==> config.mk <==
export PLATFORM = sky130hd
export DESIGN_NAME = clocked_delay_line
export DESIGN_NICKNAME = d
export VERILOG_FILES = /design/src/rtl/clocked_delay_line.sv
export SDC_FILE = /design/constraint.sdc
export NUM_CORES = 1
export LEC_CHECK = 0
export CAP_MARGIN = 20
export CORE_AREA = 2 2 39 41
export CTS_CLUSTER_SIZE = 12
export DETAILED_ROUTE_END_ITERATION = 10
export DIE_AREA = 0 0 41 43
export SYNTH_ARGS = -nofsm -noshare
export SYNTH_HDL_FRONTEND = slang
export SYNTH_SLANG_ARGS = --single-unit
==> constraint.sdc <==
create_clock -name clk -period 1.9 [get_ports clk]
set_input_delay 0.19 -clock clk [delete_from_list [all_inputs] [get_ports clk]]
set_output_delay 0.19 -clock clk [all_outputs]
set_load 0.02 [all_outputs]
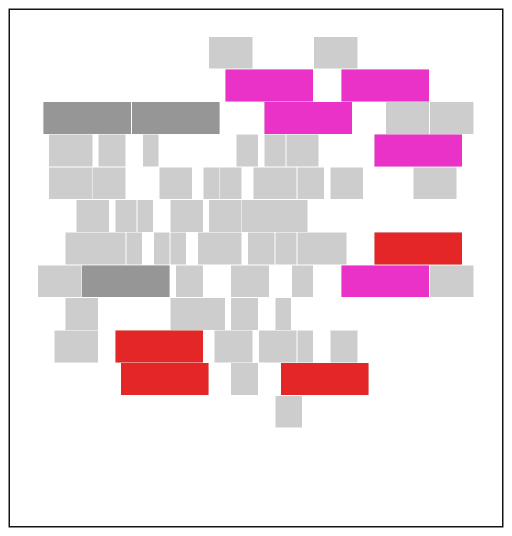
Figure 1: run 1, register map, names as in the netlist.
Scale: 12 px per um. Other sequential cells in the stronger gray, the rest of the logic in the fainter gray.
- cnt_q: red (sequential cells 4)
- tap_n: magenta (sequential cells 5; where upper right)
FF/Latch Area: 240 sq um
flop share of the area: 38.2%
Seq. pwr: 0.000256 W
Core Util, Final: 45.5%

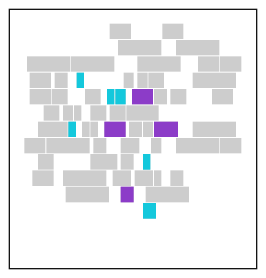
Figure 2: run 1, selected gate families.
Scale: 6 px per um.
- and/or cells: purple (cells 4; where center)
- nor cells: cyan (cells 6)
most used logic cell in the final layout: dfxtp_1
Non-Filler Instances: 77

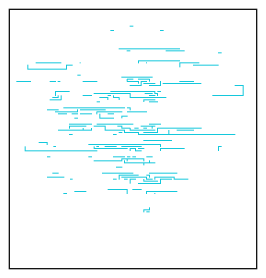
Figure 3: run 1, met1 routing.
Scale: 6 px per um.
- nets with wire on the layer: 58
- longest straight run: 16.1 um
- main direction: horizontal
Detailed Route WL: 816 um
Via Count: 381

==> results.toml, run 1 <==
# synthesis and place-and-route metrics
[critical_path]
slowest_delay_ns = 0.42
cp.required_ns = 2.06
path_depth = 4
crit_slowest_cell = "dfxtp_1"
crit_path_cell_trace = "ha_1, or3b_4, a221oi_2, nand3_1"
crit_family = "simple AND/OR/NAND/NOR gates"

[logic_synthesis]
ys_area_sq_um = 473
syn_area_sq_um = 473
logic_family = "simple AND/OR/NAND/NOR gates"
simple_gate_area_share_pct = 31.7
edf_count = 0
synthAdderAreaFrac_pct = 2.65
synth-seq-cells = 12

[floorplanning]
nWellTaps = 16
io_pins = 11

[grt]
top_usage_layer = "met2"
grt_pass1_wl_um = 1390
grt_use_met2_pct = 16.9

[placement]
placed_area_sq_um = 593
place_hpwl_um = 607

[finish]
clock_cell_area_share_pct = 5.77
logic_area_sq_um = 233
inverters = 0

[timing]
finClkSkew_ns = 0.00376
rsz0062_at_grt = "false"
maxSlewHeadroom_pct = 79.4
setup_viol = 0
tightest_slew_ns = 0.309

[detailed_routing]
dr.pass1.iters = 1
antenna_left = 0
wl_per_cell_um = 10.6

[outcome]
status = "completed"

[clock_network]
cts_sinks = 12
cts_buffers = 3
ctsResizeCount = 0

[power_and_ir_drop]
power.group.top = "registers"
==> run 1: cell usage after synthesis (2+ instances only) <==
cell type	count	area, sq um
dfxtp_1	12	240
nand2_1	4	15.0
nand2b_1	4	25.0
nor2_1	4	15.0
a21oi_1	2	10.0
and3b_2	2	20.0
nand3_1	2	10.0
nand3b_1	2	15.0
nand4_1	2	12.5
==> run 1: routing by layer <==
layer  up-vias  share of wire (%)  wire length [um]
met4         0                  0                 0
li1        201                  -                 -
met5         -                  0                 0
met3         0                8.0                65
met1       168                 44               362
met2        12                 48               389
==> run 1: worst register-to-register path: stages, from the launching register on <==
cell and delay, ns:
dfxtp_1 0.42, ha_1 0.26, or3b_4 0.41, a221oi_2 0.28, nand3_1 0.10
==> run 1 -> run 2 <==
clock period = 1.3 ns   (was 1.9 ns; I/O delays follow)
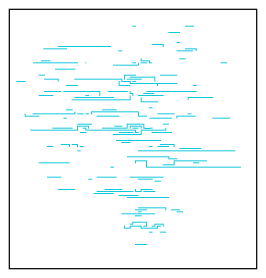
Figure 4: run 2, met1 routing.
Scale: 6 px per um.
- wire length on this layer: 400 um
- share of all routed wire: 42%
- nets with wire on the layer: 63
Global Route met1 Usage: 14.4%
Via Count: 415
Detailed Route WL: 948 um

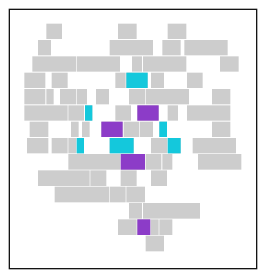
Figure 5: run 2, selected gate families.
Scale: 6 px per um.
- and/or cells: purple (cells 4; where center)
- nor cells: cyan (cells 6; where center)
Non-Filler Instances: 84
logic share of the area: 38.1%

==> run 2 against run 1 <==
The run now ends with negative setup slack left. Register-to-register slack got worse by 0.44 ns. Total power increased by 36%. Utilization increased by 5.6 points. Count of clock-buffer cells in the layout unchanged. First-iteration DRC count increased by 2. Area after synthesis unchanged. Critical path depth unchanged. Clock skew increased by 0.0024 ns. Worst hold slack got worse by 0.066 ns. Largest power group unchanged. Highest routed layer is now met4.
==> results.toml, run 2 <==
# synthesis and place-and-route metrics
[logic_synthesis]
yosys_warnings = 0
ys_sh_aoi_pct = 14.8
ys_area_sq_um = 473
simple_gate_area_share_pct = 31.7
syn_avg_cell_area_sq_um = 10.1
syn_area_sq_um = 473
fp_nets = 52
common_cells = "dfxtp_1, nand2_1, nand2b_1, nor2_1"
synthAdderAreaFrac_pct = 2.65
ys.flop_type = "dfxtp_1"
yosysTopAreaCell = "dfxtp_1"
synth.top_cell.area_share_pct = 50.8
mux_area_share_pct = 0
synthMostInstantiatedCell = "dfxtp_1"
synth-seq-cells = 12
logic_family = "simple AND/OR/NAND/NOR gates"
area_leaders = "dfxtp_1, nand2b_1, and3b_2, a221oi_2, nand2_1"
edf_count = 0

[power_and_ir_drop]
pg_clk_w = 0.000234
total_power_w = 0.000642
clock_power_share_pct = 36.5
power.group.top = "registers"
pg_comb_w = 0.0000370
seq_power_w = 0.000371
switching_share_pct = 20.8

[timing]
finClkSkew_ns = 0.00616
maxSlewHeadroom_pct = 78.9
setup_viol = 2
tightest_slew_ns = 0.316
max_freq_ghz = 0.712
fin_ws_ns = -0.104
rsz0062_at_grt = "true"
setup_tns_ns = -0.201

[finish]
antenna_cells = 0
final_core_util_pct = 51.1
postLayoutCellArea_sq_um = 707
num-nets-final = 74
final_common_cell = "dfxtp_1"
drive_above_1_share_pct = 29.4

[outcome]
status = "complete, but fails checks"
violations = "negative setup slack"

[clock_network]
cts_sinks = 12
cts_buffers = 3
root_buffer = "clkbuf_4"
cts_tree = "done"
ctsResizeCount = 9
htree_levels = 1

[worst_hold_path]
hold_class = "in -> reg"

[detailed_routing]
wl_per_cell_um = 11.3
antenna_left = 0
dr.pass1.iters = 4
viasPerCell = 4.94

[grt]
grt_overflow_total = 0
grt_pass1_wl_um = 1470

[critical_path]
worst_setup_path_start_kind = "register"
cp.required_ns = 1.45

[placement]
place_hpwl_um = 714
placed_area_sq_um = 666
routabilityCongestion = 0.693

[floorplanning]
design.core.area_sq_mm = 0.00138
io_pins = 11
initCoreUtil_pct = 34.2
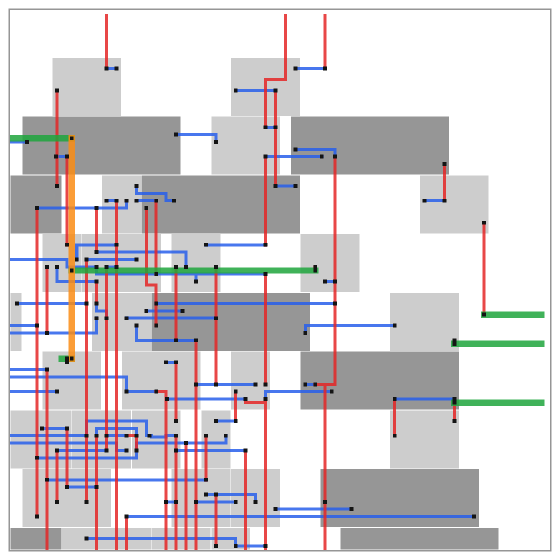
Figure 6: run 2, close-up of the layout.
Region (16, 18) to (41, 43) um. Cells in gray, sequential cells in the stronger gray; small squares are vias.
- M1: blue
- M2: red
- M3: green
- M4: orange
- most frequent: dfxtp_1 (6), dlygate4sd2_1 (6)
- cells with their middle in the window: 28
- sequential cells in the window: 6

==> run 2: cell counts after synthesis <==
Identical to the previous run, type by type.
==> run 2: metal layers <==
metal | up-vias | global-route usage, % | share of wire, %
met1 | 185 | 14.4 | 42
li1 | 214 | - | -
met4 | 0 | 6.00 | 1.8
met3 | 5 | 9.42 | 6.2
met2 | 11 | 18.4 | 50
met5 | - | 0 | 0
==> run 2: layout make-up <==
class	instances	area [sq um]
fillers	133	677
well taps	16	20.0
multi-input cells	35	269
flip-flops and latches	12	248
repair buffers	17	144
clock buffers	4	26.3
==> run 2: critical path, stage by stage, from the launching register on <==
cell and delay, ns:
dfxtp_4 0.36, ha_4 0.12, or3b_4 0.40, a221oi_4 0.30, nand3_1 0.10
Power and IR drop assume default switching activity.
